--- src/rtl/glitc_conf_shifter.sv ---
`default_nettype none
// ============================================================================
//  Module   : glitc_conf_shifter
//  Purpose  : WISHBONE-controlled serial configuration shifter for up to four
//             GLITC devices. Words written to the DATA register are queued in
//             a 4-deep FIFO and shifted out MSB first on DIN, clocked by the
//             CCLK line of the currently selected target.
//  Ports    : clk_i, rst_n_i         - system clock, async active-low reset
//             cyc_i/stb_i/we_i/adr_i/dat_i/sel_i/dat_o/ack_o/err_o/rty_o
//                                    - WISHBONE slave (adr_i[4:2] decoded:
//                                      0 = DATA, 1 = CTRL/STAT)
//             CCLK[3:0]              - per-target configuration clock
//             DIN                    - shared serial configuration data
//             INIT_B[3:0], DONE[3:0] - per-target status, synchronous to clk_i
//  Revision : 1.0 - initial release
// ============================================================================
module glitc_conf_shifter #(
    parameter int CCLK_DIV = 2
) (
    input  logic        clk_i,
    input  logic        rst_n_i,
    input  logic        cyc_i,
    input  logic        stb_i,
    input  logic        we_i,
    input  logic [4:0]  adr_i,
    input  logic [31:0] dat_i,
    input  logic [3:0]  sel_i,
    output logic [31:0] dat_o,
    output logic        ack_o,
    output logic        err_o,
    output logic        rty_o,
    output logic [3:0]  CCLK,
    output logic        DIN,
    input  logic [3:0]  INIT_B,
    input  logic [3:0]  DONE
);

    localparam logic [1:0] c_ST_IDLE  = 2'd0;
    localparam logic [1:0] c_ST_LOW   = 2'd1;
    localparam logic [1:0] c_ST_HIGH  = 2'd2;
    localparam logic [1:0] c_ST_ERROR = 2'd3;

    localparam logic [2:0] c_ADR_DATA = 3'd0;
    localparam logic [2:0] c_ADR_CTRL = 3'd1;
    localparam logic [3:0] c_DIV_LAST = 4'(CCLK_DIV - 1);
    localparam logic [2:0] c_FIFO_DEPTH = 3'd4;

    // State and datapath registers
    logic [1:0]  r_state;
    logic [1:0]  w_state_next;
    logic [3:0]  r_div_cnt;
    logic [4:0]  r_bit_cnt;
    logic [31:0] r_shift;
    logic [1:0]  r_target;
    logic        r_error;

    // FIFO
    logic [31:0] r_mem [0:3];
    logic [1:0]  r_wr_ptr;
    logic [1:0]  r_rd_ptr;
    logic [2:0]  r_count;

    // Decode and control
    logic        w_access;
    logic        w_data_wr;
    logic        w_ctrl_wr;
    logic        w_abort;
    logic        w_shifting;
    logic        w_init_fail;
    logic        w_div_done;
    logic        w_fifo_empty;
    logic        w_word_end;
    logic        w_pop;
    logic        w_shift;
    logic        w_push;
    logic        w_flush;
    logic        w_busy;
    logic [31:0] w_stat;
    logic        w_unused;

    assign w_access     = cyc_i & stb_i;
    assign w_data_wr    = w_access & we_i & (adr_i[4:2] == c_ADR_DATA);
    assign w_ctrl_wr    = w_access & we_i & (adr_i[4:2] == c_ADR_CTRL);
    assign w_abort      = w_ctrl_wr & dat_i[4];
    assign w_shifting   = (r_state == c_ST_LOW) | (r_state == c_ST_HIGH);
    assign w_init_fail  = w_shifting & ~INIT_B[r_target];
    assign w_div_done   = (r_div_cnt == c_DIV_LAST);
    assign w_fifo_empty = (r_count == 3'd0);
    assign w_word_end   = (r_state == c_ST_HIGH) & w_div_done;

    // Abort and an INIT_B failure both override any shifting activity.
    assign w_pop   = ~w_abort & ~w_init_fail & ~w_fifo_empty &
                     ((r_state == c_ST_IDLE) | (w_word_end & (r_bit_cnt == 5'd0)));
    assign w_shift = ~w_abort & ~w_init_fail & w_word_end & (r_bit_cnt != 5'd0);

    // A full FIFO still takes a word when a pop frees a slot in the same
    // cycle. Writes racing an INIT_B failure are refused since the FIFO is
    // about to be flushed.
    assign w_push  = w_data_wr & (r_state != c_ST_ERROR) & ~w_init_fail &
                     ((r_count < c_FIFO_DEPTH) | w_pop);
    assign w_flush = w_abort | w_init_fail;

    assign w_busy  = (r_state != c_ST_IDLE);
    assign w_stat  = {8'h00, DONE, INIT_B, 3'b000, r_error, 3'b000, w_busy,
                      1'b0, r_count, 2'b00, r_target};

    // WISHBONE responses
    assign rty_o = w_data_wr & ~w_push;
    assign ack_o = w_access & ~rty_o;
    assign err_o = 1'b0;
    assign dat_o = (adr_i[4:2] == c_ADR_CTRL) ? w_stat : 32'h0000_0000;

    assign DIN      = r_shift[31];
    assign w_unused = ^{sel_i, adr_i[1:0]};

    // ------------------------------------------------------------------
    // FSM: state register
    // ------------------------------------------------------------------
    always_ff @(posedge clk_i or negedge rst_n_i) begin
        if (!rst_n_i) begin
            r_state <= c_ST_IDLE;
        end else begin
            r_state <= w_state_next;
        end
    end

    // ------------------------------------------------------------------
    // FSM: next-state logic
    // ------------------------------------------------------------------
    always_comb begin
        w_state_next = r_state;
        case (r_state)
            c_ST_IDLE: begin
                if (!w_abort && !w_fifo_empty) begin
                    w_state_next = c_ST_LOW;
                end
            end
            c_ST_LOW: begin
                if (w_abort) begin
                    w_state_next = c_ST_IDLE;
                end else if (w_init_fail) begin
                    w_state_next = c_ST_ERROR;
                end else if (w_div_done) begin
                    w_state_next = c_ST_HIGH;
                end
            end
            c_ST_HIGH: begin
                if (w_abort) begin
                    w_state_next = c_ST_IDLE;
                end else if (w_init_fail) begin
                    w_state_next = c_ST_ERROR;
                end else if (w_div_done) begin
                    // Chain straight into the next queued word to avoid a gap.
                    if (r_bit_cnt != 5'd0 || !w_fifo_empty) begin
                        w_state_next = c_ST_LOW;
                    end else begin
                        w_state_next = c_ST_IDLE;
                    end
                end
            end
            c_ST_ERROR: begin
                if (w_abort) begin
                    w_state_next = c_ST_IDLE;
                end
            end
            default: w_state_next = c_ST_IDLE;
        endcase
    end

    // ------------------------------------------------------------------
    // FSM: outputs
    // ------------------------------------------------------------------
    always_comb begin
        CCLK = 4'b0000;
        if (r_state == c_ST_HIGH) begin
            CCLK[r_target] = 1'b1;
        end
    end

    // ------------------------------------------------------------------
    // Half-period divider, bit counter and shift register
    // ------------------------------------------------------------------
    always_ff @(posedge clk_i or negedge rst_n_i) begin
        if (!rst_n_i) begin
            r_div_cnt <= 4'd0;
        end else if (w_state_next != r_state || !w_shifting) begin
            r_div_cnt <= 4'd0;
        end else begin
            r_div_cnt <= r_div_cnt + 4'd1;
        end
    end

    always_ff @(posedge clk_i or negedge rst_n_i) begin
        if (!rst_n_i) begin
            r_shift   <= 32'h0000_0000;
            r_bit_cnt <= 5'd0;
        end else if (w_flush) begin
            r_shift   <= 32'h0000_0000;
            r_bit_cnt <= 5'd0;
        end else if (w_pop) begin
            r_shift   <= r_mem[r_rd_ptr];
            r_bit_cnt <= 5'd31;
        end else if (w_shift) begin
            r_shift   <= {r_shift[30:0], 1'b0};
            r_bit_cnt <= r_bit_cnt - 5'd1;
        end
    end

    // ------------------------------------------------------------------
    // Target select and sticky error flag
    // ------------------------------------------------------------------
    always_ff @(posedge clk_i or negedge rst_n_i) begin
        if (!rst_n_i) begin
            r_target <= 2'd0;
        end else if (w_ctrl_wr && r_state == c_ST_IDLE) begin
            r_target <= dat_i[1:0];
        end
    end

    always_ff @(posedge clk_i or negedge rst_n_i) begin
        if (!rst_n_i) begin
            r_error <= 1'b0;
        end else if (w_abort) begin
            r_error <= 1'b0;
        end else if (w_init_fail) begin
            r_error <= 1'b1;
        end
    end

    // ------------------------------------------------------------------
    // 4-word FIFO
    // ------------------------------------------------------------------
    always_ff @(posedge clk_i or negedge rst_n_i) begin
        if (!rst_n_i) begin
            r_wr_ptr <= 2'd0;
            r_rd_ptr <= 2'd0;
            r_count  <= 3'd0;
        end else if (w_flush) begin
            r_wr_ptr <= 2'd0;
            r_rd_ptr <= 2'd0;
            r_count  <= 3'd0;
        end else begin
            if (w_push) begin
                r_wr_ptr <= r_wr_ptr + 2'd1;
            end
            if (w_pop) begin
                r_rd_ptr <= r_rd_ptr + 2'd1;
            end
            case ({w_push, w_pop})
                2'b10:   r_count <= r_count + 3'd1;
                2'b01:   r_count <= r_count - 3'd1;
                default: r_count <= r_count;
            endcase
        end
    end

    always_ff @(posedge clk_i or negedge rst_n_i) begin
        if (!rst_n_i) begin
            for (int i = 0; i < 4; i++) begin
                r_mem[i] <= 32'h0000_0000;
            end
        end else if (w_push && !w_flush) begin
            r_mem[r_wr_ptr] <= dat_i;
        end
    end

endmodule
`default_nettype wire

--- config.mk ---
export PLATFORM = sky130hd
export DESIGN_NAME = glitc_conf_shifter
export DESIGN_NICKNAME = d
export VERILOG_FILES = /design/src/rtl/glitc_conf_shifter.sv
export SDC_FILE = /design/constraint.sdc
export NUM_CORES = 1
export LEC_CHECK = 0
export CAP_MARGIN = 25
export CORE_ASPECT_RATIO = 2
export CORE_MARGIN = 2
export CORE_UTILIZATION = 50
export CTS_BUF_LIST = sky130_fd_sc_hd__clkbuf_8
export DETAILED_ROUTE_END_ITERATION = 10
export PLACE_DENSITY = 0.76
export SLEW_MARGIN = 20
export SYNTH_ARGS = -nofsm -noshare
export SYNTH_HDL_FRONTEND = slang
export SYNTH_SLANG_ARGS = --single-unit
--- constraint.sdc ---
create_clock -name clk_i -period 3.9 [get_ports clk_i]
set_input_delay 0.585 -clock clk_i [delete_from_list [all_inputs] [get_ports clk_i]]
set_output_delay 0.585 -clock clk_i [all_outputs]
set_load 0.1 [all_outputs]
Register map, names as in the netlist:
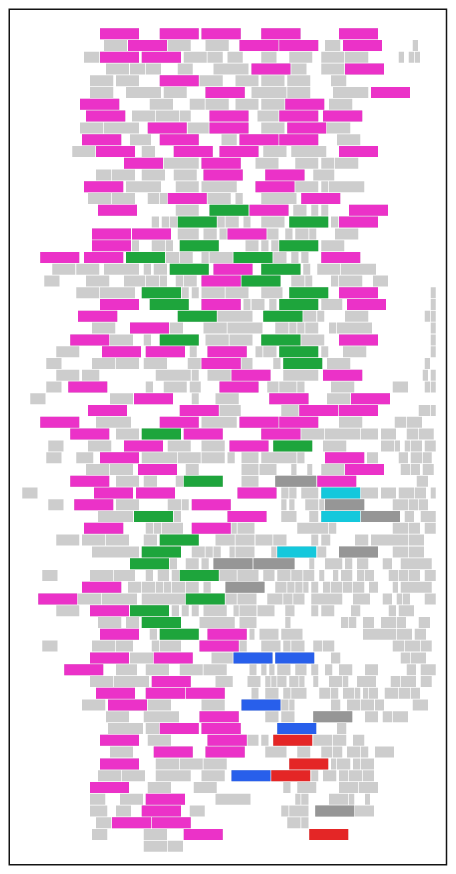
Red is r_div_cnt, flops 4. Blue is r_bit_cnt, flops 5, where south. Magenta is r_mem, flops 128. Cyan is r_count, flops 3. Green is r_shift, flops 32.

Congestion heat map:
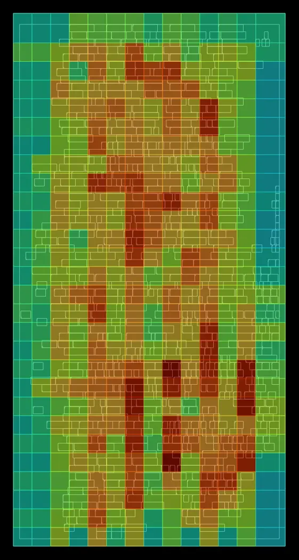
Total GRT Usage: 21.95%
busiest layer in global routing: met2

==> results.toml <==
# implementation run metrics
[cells_and_area]
drive_gt1_share_pct = 33.74
fin_cells = 957
layout.area.comb_sq_mm = 0.004484
comb_share_pct = 42.68
final_nets = 796
clkCellAreaFrac_pct = 3.608
n_all_buffers = 85
final_cell_mix = "179 x dfrtp_1, 120 x mux2_4, 70 x a21oi_1, 47 x clkdlybuf4s50_1, 33 x buf_4"
seq-cell-share_pct = 43.13

[floorplanning]
chipArea_sq_mm = 0.01984
fp.dieW_microns = 100.6

[pwr]
power_clock_mw = 1.26
pg_comb_mw = 2.40
power_mw = 6.322
p_sw_mw = 2.457
swShare_pct = 38.86
power.group.top = "sequential cells"
seq_power_mw = 2.66

[final_timing]
worst_pin_slew_ns = 0.9676
hold_slack_ns = 0.4928
slew_violations = 0
period_used_pct = 94.05
grt_setup_unrepaired = "false"

[clock_tree]
post_cts_buffers = 0
clk_latency_ns = 0.49

[setup_path]
crit_path_end_kind = "primary output"
critPathKind = "reg2out"
rrSetupSlack_ns = 0.61
cp.arrival_ns = 3.08
crit_buf_inv = 3
crit_fanout = 11

[logic_synthesis]
ys_area_sq_mm = 0.009334
synthDistinctLibCells = 63
syn_avg_cell_area_sq_um = 14.01

[drt]
wl_per_cell_microns = 21.77
viasPerCell = 6.052

[global_routing]
grt_max_degree = 107
grt_pass1_wl_microns = 33860

[outcome]
status = "finished clean"

[placed_design]
place_inst = 923
Ports around the boundary:
Pins as bars across the die edge, other pins in grey.
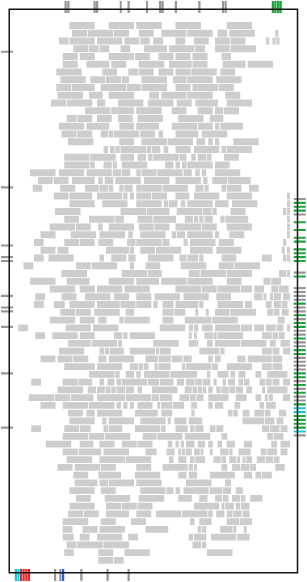
Green is dat_o, pins 32, direction output, edge 28 east, 4 north. Red is sel_i, pins 4, direction input, edge south. Cyan is adr_i, pins 5, direction input, edge 3 east, 2 south. Blue is rst_n_i, pins 1, direction input, edge south.
All pins by edge: 54 east, 17 north, 12 south, 11 west.
Port Buffers: 69
Die Height: 197.2 microns

Clock distribution:
Scale bar: 20 microns.
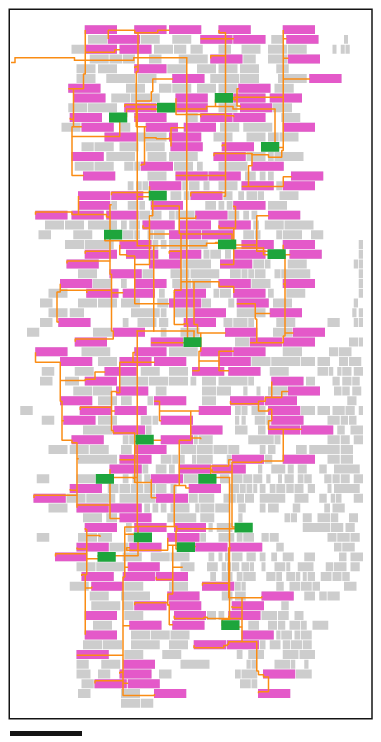
Orange is clock wires, length 2,130 microns. Green is clock drivers, count 17. Magenta is flip-flops, count 181.
There are 18 routed clock nets.

-- path summary, 6_finish.rpt --
path / start / to / depth (start not counted)
max: r_state[0]$_DFF_PN0_ / ack_o / 9
min: r_error$_DFFE_PN0N_ / r_error$_DFFE_PN0N_ / 1
max reg2reg: r_state[0]$_DFF_PN0_ / r_count[2]$_DFFE_PN0P_ / 10
min reg2reg: r_error$_DFFE_PN0N_ / r_error$_DFFE_PN0N_ / 1
max in group asynchronous: rst_n_i / r_mem[47]$_DFFE_PN0P_ / 4
min in group asynchronous: rst_n_i / r_mem[56]$_DFFE_PN0P_ / 2
-- through the flow --
step / utilization [%] / instance area (sq um)
2_1_floorplan: - / 9415
3_3_place_gp: 55.12 / 10090
6_report: 57.40 / 10510
3_5_place_dp: 55.12 / 10090
5_1_grt: 57.40 / 10510
4_1_cts: 57.19 / 10470
